==> src/rtl/serial_adder_if.sv <==
// Handshake and operand/result bundle for the serial adder.
// The requester drives start and the operands; the adder returns status and result.
interface serial_adder_if #(
  parameter int WIDTH = 8
);
  logic             start;
  logic [WIDTH-1:0] a;
  logic [WIDTH-1:0] b;
  logic             cin;
  logic             busy;
  logic             done;
  logic [WIDTH-1:0] sum;
  logic             cout;
  logic             overflow;

  modport master (
    output start, a, b, cin,
    input  busy, done, sum, cout, overflow
  );

  modport slave (
    input  start, a, b, cin,
    output busy, done, sum, cout, overflow
  );
endinterface

==> src/rtl/serial_adder.sv <==
// Multi-cycle adder: adds two WIDTH-bit operands plus carry-in, DIGIT bits
// per clock, with the carry registered between digits. A new operation is
// accepted from IDLE or directly from DONE (back-to-back). The published
// result only changes on a completion edge or on reset.
module serial_adder #(
  parameter int WIDTH = 8,
  parameter int DIGIT = 1
) (
  input  logic          clk,
  input  logic          rst_n,
  serial_adder_if.slave bus
);

  localparam int N  = WIDTH / DIGIT;
  localparam int CW = (N > 1) ? $clog2(N) : 1;

  generate
    if (WIDTH < 1 || DIGIT < 1 || (WIDTH % DIGIT) != 0) begin : g_badParams
      $error("serial_adder: DIGIT must be >= 1 and divide WIDTH exactly");
    end
  endgenerate

  typedef enum logic [1:0] {
    IDLE = 2'd0,
    RUN  = 2'd1,
    DONE = 2'd2
  } state_t;

  state_t           r_state;
  state_t           w_nextState;

  logic [WIDTH-1:0] r_a;
  logic [WIDTH-1:0] r_b;
  logic [WIDTH-1:0] r_res;
  logic             r_carry;
  logic [CW-1:0]    r_cnt;

  logic [WIDTH-1:0] r_sum;
  logic             r_cout;
  logic             r_ovf;

  logic             w_capture;
  logic             w_busy;
  logic             w_done;
  logic             w_lastDigit;
  logic [DIGIT:0]   w_digitSum;
  logic             w_digitCout;
  logic             w_msbCarryIn;
  logic [WIDTH-1:0] w_resNext;

  assign w_lastDigit = (r_cnt == CW'(N - 1));

  // Digit adder: low DIGIT bits of both shift registers plus the registered carry
  always_comb begin
    w_digitSum   = {1'b0, r_a[DIGIT-1:0]} + {1'b0, r_b[DIGIT-1:0]}
                 + {{DIGIT{1'b0}}, r_carry};
    w_digitCout  = w_digitSum[DIGIT];
    // Carry into the digit's top bit recovered from its operand and sum bits;
    // on the final digit this is the carry into bit WIDTH-1.
    w_msbCarryIn = r_a[DIGIT-1] ^ r_b[DIGIT-1] ^ w_digitSum[DIGIT-1];
    // New digit enters the result register from the top
    w_resNext    = (r_res >> DIGIT)
                 | (WIDTH'(w_digitSum[DIGIT-1:0]) << (WIDTH - DIGIT));
  end

  // State register
  always_ff @(posedge clk or negedge rst_n) begin
    if (!rst_n) begin
      r_state <= IDLE;
    end else begin
      r_state <= w_nextState;
    end
  end

  // Next-state decode, capture strobe and status outputs
  always_comb begin
    w_nextState = r_state;
    w_capture   = 1'b0;
    w_busy      = 1'b0;
    w_done      = 1'b0;
    case (r_state)
      IDLE: begin
        if (bus.start) begin
          w_capture   = 1'b1;
          w_nextState = RUN;
        end
      end
      RUN: begin
        w_busy = 1'b1;
        if (w_lastDigit) begin
          w_nextState = DONE;
        end
      end
      DONE: begin
        w_done = 1'b1;
        if (bus.start) begin
          w_capture   = 1'b1;
          w_nextState = RUN;
        end else begin
          w_nextState = IDLE;
        end
      end
      default: begin
        w_nextState = IDLE;
      end
    endcase
  end

  // Operand capture, digit-serial shifting and result publication
  always_ff @(posedge clk or negedge rst_n) begin
    if (!rst_n) begin
      r_a     <= '0;
      r_b     <= '0;
      r_res   <= '0;
      r_carry <= 1'b0;
      r_cnt   <= '0;
      r_sum   <= '0;
      r_cout  <= 1'b0;
      r_ovf   <= 1'b0;
    end else if (w_capture) begin
      r_a     <= bus.a;
      r_b     <= bus.b;
      r_carry <= bus.cin;
      r_cnt   <= '0;
    end else if (r_state == RUN) begin
      r_a     <= r_a >> DIGIT;
      r_b     <= r_b >> DIGIT;
      r_res   <= w_resNext;
      r_carry <= w_digitCout;
      r_cnt   <= r_cnt + CW'(1);
      if (w_lastDigit) begin
        r_sum  <= w_resNext;
        r_cout <= w_digitCout;
        r_ovf  <= w_msbCarryIn ^ w_digitCout;
      end
    end
  end

  assign bus.busy     = w_busy;
  assign bus.done     = w_done;
  assign bus.sum      = r_sum;
  assign bus.cout     = r_cout;
  assign bus.overflow = r_ovf;

endmodule

==> src/flat_wrapper.sv <==
// flat-port wrapper written by rule: the top's interface ports become plain ports
module serial_adder_flat 
#(
  parameter int WIDTH = 8,
  parameter int DIGIT = 1
)
  (clk, rst_n, bus_start, bus_a, bus_b, bus_cin, bus_busy, bus_done, bus_sum, bus_cout, bus_overflow);
  serial_adder_if #(.WIDTH(WIDTH)) bus_i ();
  input  logic clk;
  input  logic rst_n;
  input wire logic [$bits(bus_i.start)-1:0] bus_start;
  input wire logic [$bits(bus_i.a)-1:0] bus_a;
  input wire logic [$bits(bus_i.b)-1:0] bus_b;
  input wire logic [$bits(bus_i.cin)-1:0] bus_cin;
  output wire logic [$bits(bus_i.busy)-1:0] bus_busy;
  output wire logic [$bits(bus_i.done)-1:0] bus_done;
  output wire logic [$bits(bus_i.sum)-1:0] bus_sum;
  output wire logic [$bits(bus_i.cout)-1:0] bus_cout;
  output wire logic [$bits(bus_i.overflow)-1:0] bus_overflow;
  assign bus_i.start = bus_start;
  assign bus_i.a = bus_a;
  assign bus_i.b = bus_b;
  assign bus_i.cin = bus_cin;
  assign bus_busy = bus_i.busy;
  assign bus_done = bus_i.done;
  assign bus_sum = bus_i.sum;
  assign bus_cout = bus_i.cout;
  assign bus_overflow = bus_i.overflow;
  serial_adder #(.WIDTH(WIDTH), .DIGIT(DIGIT)) u_core (.clk(clk), .rst_n(rst_n), .bus(bus_i));
endmodule
==> config.mk <==
export PLATFORM = sky130hd
export DESIGN_NAME = serial_adder_flat
export DESIGN_NICKNAME = d
export VERILOG_FILES = /design/src/rtl/serial_adder_if.sv /design/src/rtl/serial_adder.sv /design/src/flat_wrapper.sv
export SDC_FILE = /design/constraint.sdc
export NUM_CORES = 1
export LEC_CHECK = 0
export CORE_MARGIN = 8
export CORE_UTILIZATION = 33
export DETAILED_ROUTE_END_ITERATION = 6
export GPL_ROUTABILITY_DRIVEN = 0
export PLACE_DENSITY_LB_ADDON = 0.12
export SKIP_LAST_GASP = 1
export SLEW_MARGIN = 20
export SYNTH_ARGS = -nofsm -noshare
export SYNTH_HDL_FRONTEND = slang
export SYNTH_SLANG_ARGS = --single-unit
==> constraint.sdc <==
create_clock -name clk -period 2 [get_ports clk]
set_clock_uncertainty 0.15 [all_clocks]
set_input_delay 0.4 -clock clk [delete_from_list [all_inputs] [get_ports clk]]
set_output_delay 0.4 -clock clk [all_outputs]
set_load 0.01 [all_outputs]
Fig. 1: run 1, cell classes on the final placement
Bar = 20 µm.
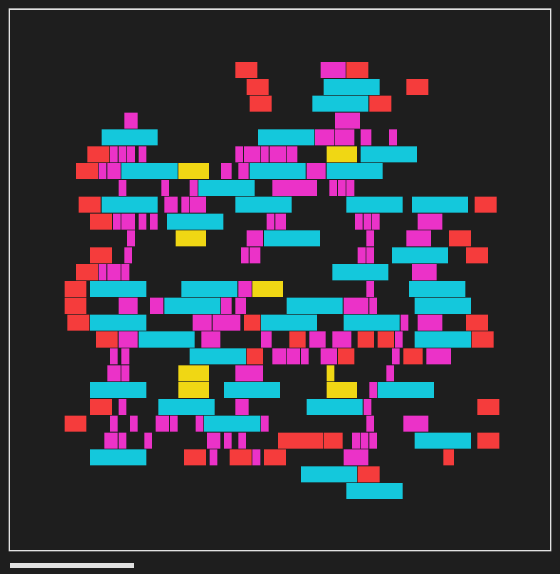
legend:
  cyan:
    class: flops
    cells: 39
  magenta:
    class: combinational and other logic
    cells: 108
  red:
    class: other buffers and delay cells
    cells: 39
  yellow:
    class: clock drivers and dummy loads
    cells: 8

Fig. 2: run 1, clock nets
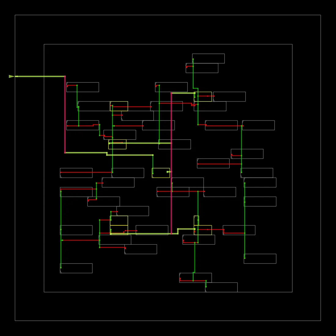
number of clock sinks: 39
insertion delay to the later sink of the worst-skew pair: 0.29 ns

Fig. 3: run 1, PDN straps and rails
Pins as bars on the die edge. Tap cells in grey.
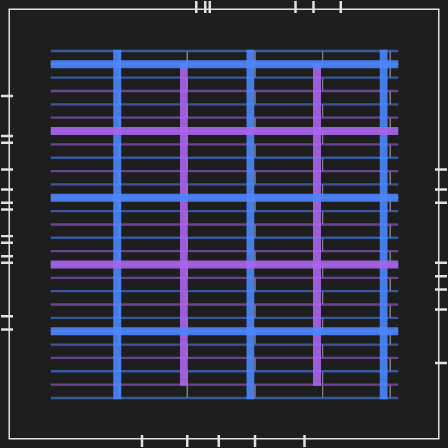
legend:
  purple:
    net: VDD
  blue:
    net: VSS
rows: 26
tap cells: 70
met1 rails: 27
signal pins: 32

==> flow.log, run 1 <==
[report] implementation figures
INFO  metric outcome = completed
INFO  metric cp-start-kind = flop
INFO  metric power.sequential.fraction = a little over 40%
INFO  metric totalWireLength = 3390 µm
INFO  metric worst-endpoint-arrival = about 1.2 ns
INFO  metric final_core_utilization = 43.2%
INFO  metric first_global_vias = between 1000 and 1500
INFO  metric fraction_of_layout_cells_with_a_size_suffix_above_1 = 13.9%
INFO  metric finalSetupViolCount = 0
INFO  metric numCtsBuffers = 5
INFO  metric top_family_by_delay_on_critical_path = flip-flops
INFO  metric cts.repair_timing.setup_buffer_count = 0
INFO  metric tightestPinTransition = 0.473 ns
INFO  metric viasPerCell = 4.60
INFO  metric cell_total_in_the_yosys_stat_output = approximately 160
INFO  metric ctsLongestPathBuffers = 2
INFO  metric timing.critical_path.required = ~1.5 ns
INFO  metric syn_avg_cell_area = 10.7 µm²
INFO  metric detailedPlacementHpwl = about 2300 µm
INFO  metric worst_hold_startpoint = u_core.bus.overflow$_DFFE_PN0P_
INFO  metric first_pass_iters = 4
INFO  metric post-layout-total-power = between 0.003 and 0.004 W
INFO  metric netSwitchingFraction = 35.0%
INFO  metric power.density = 1580 mW/mm²
INFO  metric initial_antenna_violation_count = 0
INFO  metric cts.repair.resized = 3
INFO  metric hp-class = flop to flop
INFO  metric p_int = roughly 0.0022 W
INFO  metric die_height = a little under 90 µm
INFO  metric core.rowCount = 26
INFO  metric ir_drop = just over 0.0005 V
INFO  metric maxSlewHeadroom = about two thirds
INFO  metric critical_path_peak_fanout = 3
INFO  metric tool_warnings = 26
INFO  metric slowest_cell_on_the_critical_path = dfrtp_1
INFO  metric initial_utilization = between 30% and 40%
INFO  metric totalNegativeSetupSlack = 0 ns
INFO  metric largestPowerGroup = combinational cells
INFO  metric final_cell_mix = nand2_1, dfrtp_1, clkdlybuf4s50_1
INFO  metric synth_chip_area = 0.00167 mm²
INFO  metric yosys_warnings = 0
INFO  metric p_leak = 0.987 nW
INFO  metric floorplan.die_area = 0.00761 mm²
INFO  metric pwr-share-comb = roughly 43%
INFO  metric holdBufCountCts = 1
INFO  metric synth_cells = 157
INFO  metric drcViolationCount = 0
INFO  metric criticalPathCategory = flop to output pin
INFO  metric slowest_delay = 0.38 ns
INFO  metric postSynthSeqShare = slightly below 60%
INFO  metric layout.nets = approximately 220
INFO  metric worst_setup_path_startpoint = u_core.r_state[1]$_DFFE_PN0P_
INFO  metric unrepaired_setup_endpoints_after_global_routing = false
INFO  metric timing.final.crit_share = approximately nine tenths
INFO  metric ioPinCount = 32
INFO  metric drtIter0Drc = a little over 60
INFO  metric report.final.hold_viol_count = 0
INFO  metric power.clock.total = just under 0.0006 W
INFO  metric syn_to_final_growth = 29.3%
INFO  metric cts-root-buf = clkbuf_8
INFO  metric report.final.slew_viol_count = 0
INFO  metric antenna_cells_inserted = 0
INFO  metric mostFrequentLayoutCell = nand2_1
INFO  metric grt_use_total = 9.67%
INFO  metric end_kind = output pin
INFO  metric p_switching = approximately 0.0012 W
INFO  metric port_buffers = 31
INFO  metric final_antenna_violating_net_count = 0
INFO  metric min_period = 1.78 ns
INFO  metric cp.buffers_inverters = 2
INFO  metric cap_viol_max_count = 0
INFO  metric overflow = 0
INFO  metric part_of_the_power_in_the_clock_network = roughly 17%
INFO  metric htreeDepth = 2
run 1: cell type report:
class	count	area, µm²
multi-input combinational	106	608
timing repair buffer	39	378
fill	493	2850
inverter	2	15.0
clock buffer	8	100
tap	70	87.6
sequential	39	976
run 1: synthesized netlist by cell type:
library cell | count | area [µm²]
inv_8 | 1 | 11.3
nand2b_1 | 2 | 12.5
xnor2_1 | 3 | 26.3
a22o_1 | 4 | 35.0
mux2_2 | 9 | 101
buf_4 | 1 | 7.51
nand3_1 | 5 | 25.0
a31oi_1 | 10 | 62.6
nor3_1 | 1 | 5.00
nor2_1 | 11 | 41.3
fa_1 | 1 | 20.0
nor2b_1 | 1 | 6.26
buf_2 | 5 | 25.0
o22ai_1 | 1 | 6.26
inv_1 | 1 | 3.75
and2b_1 | 1 | 7.51
nand3b_1 | 1 | 7.51
nand2_1 | 46 | 173
nor2_2 | 1 | 6.26
o21ai_0 | 3 | 15.0
buf_6 | 4 | 45.0
ha_1 | 2 | 25.0
a22oi_1 | 4 | 30.0
dfrtp_1 | 39 | 976
run 1: metal layers:
layer,GRT usage [%],up-vias,share of wire [%]
li1,-,598,-
met1,10.6,583,45
met2,15.5,28,47
met3,4.34,6,6.3
met4,4.69,0,1.8
met5,0,-,0
run 1: sequential cells by signal (all words and copies together), names as in the netlist:
register             cells
u_core.bus.sum           8
u_core.r_a               8
u_core.r_b               8
u_core.r_res             7
u_core.r_cnt             3
u_core.r_state           2
u_core.bus.cout          1
u_core.bus.overflow      1
u_core.r_carry           1
run 1: metrics by stage:
step / instance area [µm²] / cells / hold WS, ns / worst slack, ns
finish: 2160 / 264 / 0.339 / 0.221
floorplan: 1670 / 157 / -0.0456 / 0.380
detailed placement: 2050 / 255 / 0.232 / 0.235
global placement: 2050 / 255 / 0.226 / 0.250
CTS: 2160 / 264 / 0.349 / 0.197
global route: 2160 / 264 / 0.362 / 0.157
run 1: cell families (layout without fill, tap and decap cells):
| kind of cell | Yosys count | in the layout | share of synthesized area, % |
|---|---|---|---|
| flops | 39 | 39 | 58.3 |
| compound gates | 22 | 22 | 8.89 |
| simple gates | 69 | 69 | 17.0 |
| fa+ha+maj | 3 | 3 | 2.69 |
| xor+xnor | 3 | 3 | 1.57 |
| mux | 9 | 9 | 6.05 |
| buf+inv | 12 | 49 | 5.53 |
run 1: worst reg2reg max path, delay by kind of cell (launching register included):
family                   cells  cell delay [ns]
flip-flops                   1             0.40
buffers and inverters        1             0.20
AND/OR/NAND/NOR              1             0.10
multiplexers                 1             0.35
adder cells (fa/ha/maj)      2             0.41
run 1: final timing paths:
| path | end | slack [ns] | cells after the start |
|---|---|---|---|
| setup / recovery | bus_busy | 0.22 | 3 |
| setup reg to reg | u_core.bus.sum[7]$_DFFE_PN0P_ | 0.29 | 5 |
| hold / removal | u_core.bus.overflow$_DFFE_PN0P_ | 0.34 | 2 |
| hold reg to reg | u_core.bus.overflow$_DFFE_PN0P_ | 0.34 | 2 |
| max in group asynchronous | u_core.r_b[6]$_DFFE_PN0P_ | 0.77 | 3 |
| min in group asynchronous | u_core.r_res[1]$_DFFE_PN0P_ | 0.45 | 2 |
==> inputs of run 2 (changes only) <==
CTS_CLUSTER_DIAMETER = 150   (was default)
SETUP_SLACK_MARGIN = 0.05   (was default)
Fig. 4: run 2, cell classes on the final placement
Bar = 20 µm.
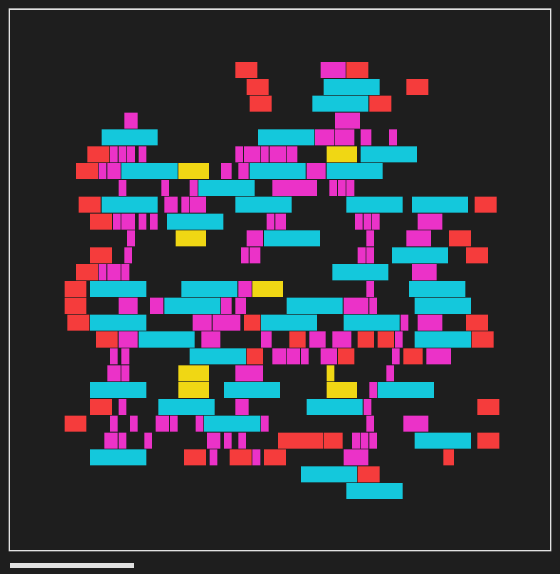
legend:
  red:
    class: other buffers and delay cells
    cells: 39
  cyan:
    class: flops
    cells: 39
  yellow:
    class: clock drivers and dummy loads
    cells: 8
  magenta:
    class: combinational and other logic
    cells: 108

==> flow.log, run 2 <==
[report] implementation figures
INFO  metric detailedPlacementHpwl = 2330 µm
INFO  metric synth_chip_area = 0.00167 mm²
INFO  metric floorplan.die_area = between 0.007 and 0.008 mm²
INFO  metric criticalPathCategory = flop to output pin
INFO  metric die_height = 87.2 µm
INFO  metric cell_total_in_the_yosys_stat_output = between 150 and 200
INFO  metric cts-root-buf = clkbuf_8
INFO  metric synth_area_leader_cell = dfrtp_1
INFO  metric syn_avg_cell_area = about 11 µm²
INFO  metric clock_latency = roughly 0.29 ns
INFO  metric htreeDepth = 2
INFO  metric port_buffers = 31
INFO  metric share_of_async_settable_or_async_resettable_flops_after_synthesis = 100%
INFO  metric initial_utilization = about a third
INFO  metric number_of_clock_sinks = 39
INFO  metric p_leak = 0.987 nW
INFO  metric drtIter0Drc = around 62
INFO  metric drcViolationCount = 0
INFO  metric ys_sh_simple = 17.0%
INFO  metric end_kind = output pin
INFO  metric first_pass_iters = 4
INFO  metric post_synth_mux_area_share = approximately 6.1%
INFO  metric totalWireLength = around 3400 µm
INFO  metric report.final.slew_viol_count = 0
INFO  metric final_core_utilization = 43.2%
INFO  metric maxSlewHeadroom = 68.5%
INFO  metric fraction_of_layout_cells_with_a_size_suffix_above_1 = between 10 and 15%
INFO  metric cap_viol_max_count = 0
INFO  metric antenna_cells_inserted = 0
INFO  metric viasPerCell = 4.60
INFO  metric most_repeated_cell_in_the_gate_level_netlist_after_synthesis = nand2_1
INFO  metric yosys-top-cells-count = nand2_1, dfrtp_1, nor2_1
INFO  metric layout.area.seq = 976 µm²
INFO  metric power.density = 1580 mW/mm²
INFO  metric cp-start-kind = flop
INFO  metric slowest_cell_on_the_critical_path = dfrtp_1
INFO  metric min_period = 1.78 ns
INFO  metric final_antenna_violating_net_count = 0
INFO  metric outcome = completed
INFO  metric slowest_delay = 0.38 ns
INFO  metric first_global_vias = ~1200
INFO  metric unrepaired_setup_endpoints_after_global_routing = false
INFO  metric yosys_warnings = 0
INFO  metric worst-endpoint-arrival = 1.23 ns
INFO  metric synth.cellmix.compoundShare = approximately 9%
INFO  metric ctsLongestPathBuffers = 2
INFO  metric final_cell_mix = nand2_1, dfrtp_1, clkdlybuf4s50_1
INFO  metric finalSetupViolCount = 0
INFO  metric totalNegativeSetupSlack = 0 ns
INFO  metric hp-class = flop to flop
INFO  metric grt_use_total = under 10%
INFO  metric combinational_gate_area = between 600 and 700 µm²
INFO  metric initial_antenna_violation_count = 0
INFO  metric timing.critical_path.required = 1.45 ns
INFO  metric overflow = 0
INFO  metric mostFrequentLayoutCell = nand2_1
INFO  metric report.final.hold_viol_count = 0
INFO  metric tightestPinTransition = approximately 0.47 ns
INFO  metric synth_top_flop_cell = dfrtp_1
INFO  metric synthDominantCellAreaShare = 58.3%
## run 2: cell counts in the layout (fill, tap and decap cells not counted)
No cell type changed its count.
## run 2: cell families after synthesis
kind of cell | Yosys count
simple gates | 69
buf+inv | 12
compound gates | 22
fa+ha+maj | 3
xor+xnor | 3
flops | 39
mux | 9
## run 2: cell type report
cell class | count | area share (%)
multi-input combinational | 106 | 28.1
tap | 70 | 4.05
timing repair buffer | 39 | 17.5
sequential | 39 | 45.1
clock buffer | 8 | 4.62
inverter | 2 | 0.694
## run 2: routing by layer
metal,vias up,global-route usage [%],part of all wire [%]
met5,-,0,0
li1,598,-,-
met2,28,15.5,47
met1,583,10.6,45
met3,6,4.34,6.3
met4,0,4.69,1.8
## run 2: what timing repair did
action / 4_1_cts / 5_1_grt
setup endpoints to repair: 2 / 0
resized: 3 / 0
hold endpoints to repair: 18 / 0
hold buffers: 1 / 0
setup buffers: 0 / 0
## run 2: power by group
group	total (W)	internal [W]	leakage, nW	switching [W]
Clock	0.000581	0.000315	0.0515	0.000267
Combinational	0.00146	0.000746	0.458	0.000718
Sequential	0.00138	0.00117	0.478	0.000214
## run 2: worst max-delay path, delay by kind of cell, from the launching register on
family	cells	cell delay, ns
buffers and inverters	2	0.33
DFF	1	0.38
and+or+nand+nor	1	0.23
## run 2: worst paths after layout
kind	start	endpoint	slack, ns	cells past startpoint
worst max-delay path	u_core.r_state[1]$_DFFE_PN0P_	bus_busy	0.22	3
worst min-delay path	u_core.bus.overflow$_DFFE_PN0P_	u_core.bus.overflow$_DFFE_PN0P_	0.34	2
worst max register to register	u_core.r_cnt[0]$_DFFE_PN0P_	u_core.bus.sum[7]$_DFFE_PN0P_	0.29	5
worst min register to register	u_core.bus.overflow$_DFFE_PN0P_	u_core.bus.overflow$_DFFE_PN0P_	0.34	2
max in group asynchronous	rst_n	u_core.r_b[6]$_DFFE_PN0P_	0.77	3
min in group asynchronous	rst_n	u_core.r_res[1]$_DFFE_PN0P_	0.45	2
## run 2: per-stage QoR
step	area (µm²)	hold WS (ns)	cells	worst slack [ns]
6_report	2160	0.339	264	0.221
5_1_grt	2160	0.362	264	0.157
4_1_cts	2160	0.349	264	0.197
2_1_floorplan	1670	-0.0456	157	0.380
3_3_place_gp	2050	0.226	255	0.250
3_5_place_dp	2050	0.232	255	0.235
Power figures rest on the tool's default switching activity, not on a simulated workload.
